--- src/rtl/game_flow_ctrl.sv ---
// HEROE console game-flow controller: power, welcome, character select, play,
// pause, win/lose display and play-again prompt, driven by keypad and game result.
module game_flow_ctrl #(
    parameter int          TICK_DIV   = 27000000,
    parameter int          GAME_DELAY = 3,
    parameter int          WL_TICKS   = 15,
    parameter int          PA_TIMEOUT = 30,
    parameter int          TW         = 8,
    parameter logic [4:0]  KEY_PWR    = 5'd10,
    parameter logic [4:0]  KEY_STB    = 5'd13,
    parameter logic [4:0]  KEY_NO     = 5'd14,
    parameter logic [4:0]  KEY_YES    = 5'd15
) (
    input  logic          clk,
    input  logic          rst,
    input  logic          keypad_pressed,
    input  logic [4:0]    key,
    input  logic [1:0]    W_or_L,
    output logic [2:0]    presente,
    output logic [1:0]    result,
    output logic [TW-1:0] state_timer,
    output logic          state_changed
);

    typedef enum logic [2:0] {
        S_OFF   = 3'd0,
        S_WLCM  = 3'd1,
        S_CH    = 3'd2,
        S_GAME  = 3'd3,
        S_WL    = 3'd4,
        S_PA    = 3'd5,
        S_PAUSE = 3'd6
    } state_t;

    localparam int            CW        = $clog2(TICK_DIV);
    localparam logic [CW-1:0] TICK_LAST = CW'(TICK_DIV - 1);
    localparam logic [TW-1:0] GD_T      = TW'(GAME_DELAY);
    localparam logic [TW-1:0] WL_T      = TW'(WL_TICKS);
    localparam logic [TW-1:0] PA_T      = TW'(PA_TIMEOUT);

    state_t        r_state;
    logic [CW-1:0] r_tick_cnt;
    logic          r_pressed_q;
    logic          r_armed;
    logic [1:0]    r_result;
    logic [TW-1:0] r_timer;
    logic          r_state_changed;

    logic          w_tick;
    logic          w_press;
    logic          w_pwr;
    logic          w_stb;
    logic          w_yes;
    logic          w_no;
    logic          w_result_valid;
    logic [TW-1:0] w_timer_inc;

    assign w_tick  = (r_tick_cnt == TICK_LAST);
    // r_armed blocks a key that was already held when reset released.
    assign w_press = keypad_pressed & ~r_pressed_q & r_armed;
    assign w_pwr   = w_press && (key == KEY_PWR);
    assign w_stb   = w_press && (key == KEY_STB);
    assign w_yes   = w_press && (key == KEY_YES);
    assign w_no    = w_press && (key == KEY_NO);

    assign w_result_valid = (W_or_L == 2'b01) || (W_or_L == 2'b10);
    assign w_timer_inc    = (r_timer == {TW{1'b1}}) ? r_timer : r_timer + TW'(1);

    always_ff @(posedge clk or posedge rst) begin
        if (rst) begin
            r_state         <= S_OFF;
            r_tick_cnt      <= '0;
            r_pressed_q     <= 1'b0;
            r_armed         <= 1'b0;
            r_result        <= 2'b00;
            r_timer         <= '0;
            r_state_changed <= 1'b0;
        end else begin
            r_pressed_q     <= keypad_pressed;
            r_tick_cnt      <= w_tick ? '0 : r_tick_cnt + CW'(1);
            r_state_changed <= 1'b0;
            if (!keypad_pressed) begin
                r_armed <= 1'b1;
            end

            // Key commands take precedence over any timer transition.
            if (w_pwr) begin
                r_state         <= (r_state == S_OFF) ? S_WLCM : S_OFF;
                r_timer         <= '0;
                r_result        <= 2'b00;
                r_state_changed <= 1'b1;
            end else if (w_stb && (r_state == S_WLCM || r_state == S_CH)) begin
                r_state         <= (r_state == S_WLCM) ? S_CH : S_GAME;
                r_timer         <= '0;
                r_result        <= 2'b00;
                r_state_changed <= 1'b1;
            end else if (w_stb && (r_state == S_GAME || r_state == S_PAUSE)) begin
                // The timer is carried across GAME<->PAUSE untouched.
                r_state         <= (r_state == S_GAME) ? S_PAUSE : S_GAME;
                r_result        <= 2'b00;
                r_state_changed <= 1'b1;
            end else if ((w_yes || w_no) && r_state == S_PA) begin
                r_state         <= w_yes ? S_GAME : S_WLCM;
                r_timer         <= '0;
                r_result        <= 2'b00;
                r_state_changed <= 1'b1;
            end else begin
                case (r_state)
                    S_GAME: begin
                        if (!w_result_valid) begin
                            r_timer <= '0;
                        end else if (w_tick) begin
                            if (w_timer_inc >= GD_T) begin
                                r_state         <= S_WL;
                                r_result        <= W_or_L;
                                r_timer         <= '0;
                                r_state_changed <= 1'b1;
                            end else begin
                                r_timer <= w_timer_inc;
                            end
                        end
                    end
                    S_WL: begin
                        if (w_tick) begin
                            if (w_timer_inc >= WL_T) begin
                                r_state         <= S_PA;
                                r_timer         <= '0;
                                r_state_changed <= 1'b1;
                            end else begin
                                r_timer <= w_timer_inc;
                            end
                        end
                    end
                    S_PA: begin
                        if (w_tick) begin
                            // A zero timeout leaves PA waiting for an answer forever.
                            if (PA_TIMEOUT != 0 && w_timer_inc >= PA_T) begin
                                r_state         <= S_WLCM;
                                r_timer         <= '0;
                                r_result        <= 2'b00;
                                r_state_changed <= 1'b1;
                            end else begin
                                r_timer <= w_timer_inc;
                            end
                        end
                    end
                    default: ;
                endcase
            end
        end
    end

    assign presente      = r_state;
    assign result        = r_result;
    assign state_timer   = r_timer;
    assign state_changed = r_state_changed;

endmodule

--- config.mk ---
export PLATFORM = sky130hd
export DESIGN_NAME = game_flow_ctrl
export DESIGN_NICKNAME = d
export VERILOG_FILES = /design/src/rtl/game_flow_ctrl.sv
export SDC_FILE = /design/constraint.sdc
export NUM_CORES = 1
export LEC_CHECK = 0
export CAP_MARGIN = 20
export CORE_ASPECT_RATIO = 0.75
export CORE_MARGIN = 3
export CORE_UTILIZATION = 55
export CTS_CLUSTER_DIAMETER = 40
export DETAILED_ROUTE_END_ITERATION = 8
export GPL_TIMING_DRIVEN = 0
export PLACE_DENSITY = 0.79
export SYNTH_ARGS = -nofsm -noshare
export SYNTH_HDL_FRONTEND = slang
export SYNTH_SLANG_ARGS = --single-unit
--- constraint.sdc ---
create_clock -name clk -period 3.5 [get_ports clk]
set_input_delay 0.7 -clock clk [delete_from_list [all_inputs] [get_ports clk]]
set_output_delay 0.7 -clock clk [all_outputs]
set_load 0.02 [all_outputs]
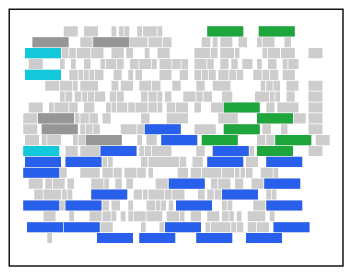
(images/flops_by_reg.png)
Scale: 4 px per um.
Key: green = state_timer [sequential cells 8]; blue = r_tick_cnt [sequential cells 25]; cyan = presente [sequential cells 3]
Another 5 sequential cells are not colored.

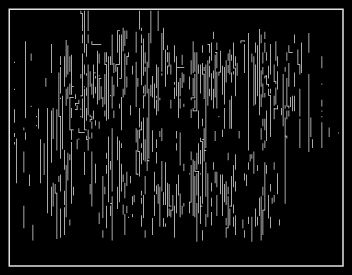
(images/layer_met2.png)
Scale: 4 px per um.
The layer holds 41% of the routed length. 269 nets have wire on it. The layer carries 2160 um of wire. The wires run mostly vertical.
total wire length: 5.260 mm
vias: 2091
grt met2 use: 29.30%

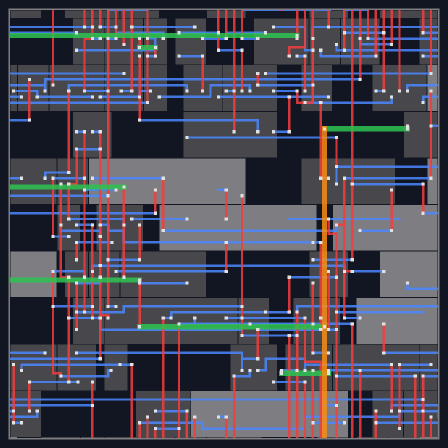
(images/detail.png)
Region (29, 19) to (54, 44) um. Cells in gray, sequential cells in the stronger gray; small squares are vias.
Key: red = metal 2; blue = metal 1; green = metal 3; orange = metal 4
Sequential cells in the window: 5. 45 logic cells have their middle in the window. Netlist names of flops here include r_tick_cnt (4), state_timer (1). Most frequent: dfrtp_1 (5).

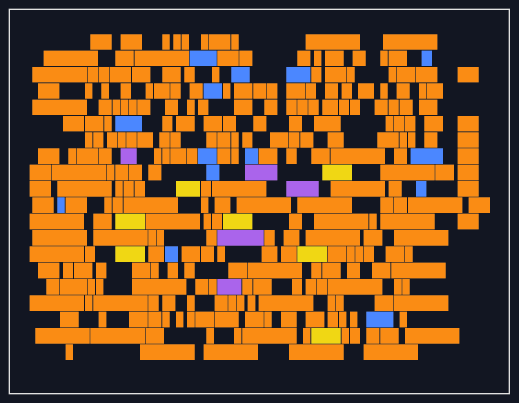
(images/sizes.png)
Scale: 6 px per um.
Key: blue = _2 cells [cells 14, share 4.7%]; purple = _3 and _4 cells [cells 5, share 1.7%]; orange = _0 and _1 cells [cells 275, share 91%]; yellow = _6 and larger [cells 7, share 2.3%]

==> changes_impl.md <==
### Metrics

- Outcome: finished, final reports clean
- Post-CTS resize count: 0
- Total global-route track usage: 20.91%
- Xor+xnor area frac: about 7.9%
- Data buffer area share: under 10%
- Clock Skew: 0.004185 ns
- Die area: around 0.0053 mm2
- Highest routed layer: met4
- Wirelength per Cell: ~15 um
- CTS root buffer: clkbuf_8
- Grt peak-use layer: met1
- Largest net degree at the start of global routing: around 42
- Critical path type: reg2reg
- Gate Count Post-Synth: between 200 and 300
- Max transition margin: 43.62%
- Hold Crit Class: reg2reg
- Syn nets: around 280
- Site Rows: 20
- Core Box Area: approximately 0.0042 mm2
- Fin crit share: between 70% and 80%
- Worst Setup EP: presente[2]
- Ys flop type: dfrtp_1
- Critical path arrival: ~3 ns
- Initial antenna violation count: 0
- # H-tree levels: 2
- Clock Path Buffers: 2
- Worst Setup SP: state_timer[0]
- Fin. Hold Viols: 0
- Hold Startpoint: r_tick_cnt[0]
- Setup ws final: between 0.7 and 0.8 ns
- Reg with most FFs: r_tick_cnt
- Post-CTS Hold Buffers: 0
- Fmax: approximately 0.36 GHz
- R2R Setup Slk: between 0.7 and 0.8 ns
- Yosys Warn Count: 0
- Layout Utilization: around two thirds
- Distinct lib cells: 61
- Crit start category: flip-flop
- Met2 Wirelength: between 2 and 2.5 mm
- Maxcap violations: 0
- Setup WS pre-CTS: between 0.5 and 0.6 ns
- Drt first-iter violations: roughly 180
- Vias in the first global route: 1886
- IO Port Bufs: 22
- DRC Markers: 0
- Area fraction in mux cells: less than 1%
- Register area: between 0.001 and 0.0015 mm2
- Adder-cell share of the synthesized area: under 10%
- Worst hold stages: 1
- RSZ-0062 raised after global routing: no
- Clk pin slew, worst setup/hold paths: about 0.080 ns
- Reg2reg start: state_timer[0]
- Worst-margin pin slew: 0.8445 ns
- ANT cells: 0
- Layout cells sized above 1: roughly 8.6%
- DRT antenna net count: 0
- Simple-Gate Area Share: 28.89%
- Late-Pin Clk Latency: 0.29 ns
- Vias/cell: 5.874
- Crit path time final: 2.799 ns
- Required time worst endpoint: 3.70 ns
- Fp util: 58.65%
- Synthesized area: roughly 0.0025 mm2
- Placed Area: between 0.002 and 0.003 mm2
- Pwr/cell area: 515.6 mW/mm2
- Final-layout clock-cell area share: 3.183%
- Number of multi-input combinational cells: approximately 210
- Worst r2r dst: presente[2]
- Crit. End Element: flip-flop
- Non-clock buffers: 32
- Worst-path maximum fanout: 10
- Yosys reg bits: roughly 41
- Synth-to-layout area growth: 15.47%
- Met1 WL: 2.763 mm
- Final cell count without fillers: about 360
- Largest register FFs: 25
- P_leak: ~1.2 nW
- Total CTS buffers: 5
- Register share after synthesis: roughly two fifths
- Comb area share: between 40% and 50%
- Inverters: 9
- # Cells Yosys: 272
- Overall Power: ~1.5 mW
- Setup TNS: 0 ns
- Comb gate area: 0.001344 mm2
- Max-slew violation count: 0
- Syn avg cell area: between 9 and 10 um2
- Routability Congestion: about 0.89
- Seq area share: 36.25%
- Yosys aoi share: between 10% and 20%
- TritonCTS clock tree: done
- Post-DP HPWL: roughly 3.8 mm
- Finished Cell Area: 0.002830 mm2
- Clock buffer count: 6
- Die W: 83.09 um
- Area-dominant class: multi-input combinational cells
- Async SR Flop Fraction: 100.0%
- Hold slack: 0.4980 ns
- IO Count: 24
- FFs & Latches: 41
- Routing usage on met3: around 3.9%
- YS chip area: between 0.002 and 0.0025 mm2
- Drt first pass iters: 6
- # Taps: approximately 55
- Layout Nets: roughly 310
- Comb area leader: simple AND/OR/NAND/NOR gates
- Tool Warnings: 26
- Metal3 WL: around 290 um
- Final setup viols: 0
- CTS Sinks: 41
- First-pass GRT wire length: approximately 9 mm
- Number of enable flip-flop cells: 0
- VDD IR max: ~0.42 mV
- Met1 usage: 32.73%
- Post-CTS setup buffer count: 0
- Fill count: approximately 360
- Global route overflow: 0
- Reg2reg path depth: 8
- Die Height: approximately 64 um
- Worst Hold End: r_tick_cnt[0]
- Dpl cells: 349
==> cell usage after synthesis (2+ instances only) <==
master	n	area, um2
a21o_1	2	15.01
a21oi_1	10	50.05
a31o_2	2	17.52
a31oi_1	4	25.02
and2_1	5	31.28
and3_1	9	56.30
and4_1	2	17.52
buf_2	2	10.01
clkbuf_1	7	26.28
dfrtp_1	41	1026
ha_1	2	25.02
inv_1	9	33.78
nand2_1	25	93.84
nand2b_1	3	18.77
nand3_1	14	70.07
nand3b_1	2	15.01
nand4_1	6	37.54
nand4b_1	2	17.52
nor2_1	29	108.9
nor2b_1	5	31.28
nor3_1	10	50.05
nor3b_1	2	15.01
nor4_1	2	12.51
o21ai_0	11	55.05
o21ai_1	5	25.02
o22a_1	2	17.52
o32a_1	2	20.02
or2_2	2	12.51
or3_1	2	12.51
or4_1	2	15.01
xnor2_1	10	87.58
xor2_1	12	105.1
==> cells in the final DEF, fill, tap and decap left out, types with 6 or more instances in the layout <==
cell and count:
nand2_1 25, inv_1 8, xnor2_1 10, nor2_1 29
nor3_1 10, nand4_1 6, o21ai_0 11, clkbuf_1 7
clkdlybuf4s50_1 22, nand3_1 14, clkbuf_8 6, xor2_1 12
dfrtp_1 41, a21oi_1 10, and3_1 9
==> critical path, stage by stage (launching register included) <==
cell and delay [ns]:
dfrtp_1 0.52, ha_1 0.36, and4_1 0.22, nor4b_1 0.28, a31oi_1 0.24, o311ai_1 0.50, nand3_1 0.20, and3_1 0.23
o22ai_1 0.16
==> where the power goes <==
part           internal, mW  switching (mW)
clock                 0.156           0.157
combinational         0.257           0.340
sequential            0.508          0.0416
total                 0.921           0.538
Power and IR drop assume default switching activity.
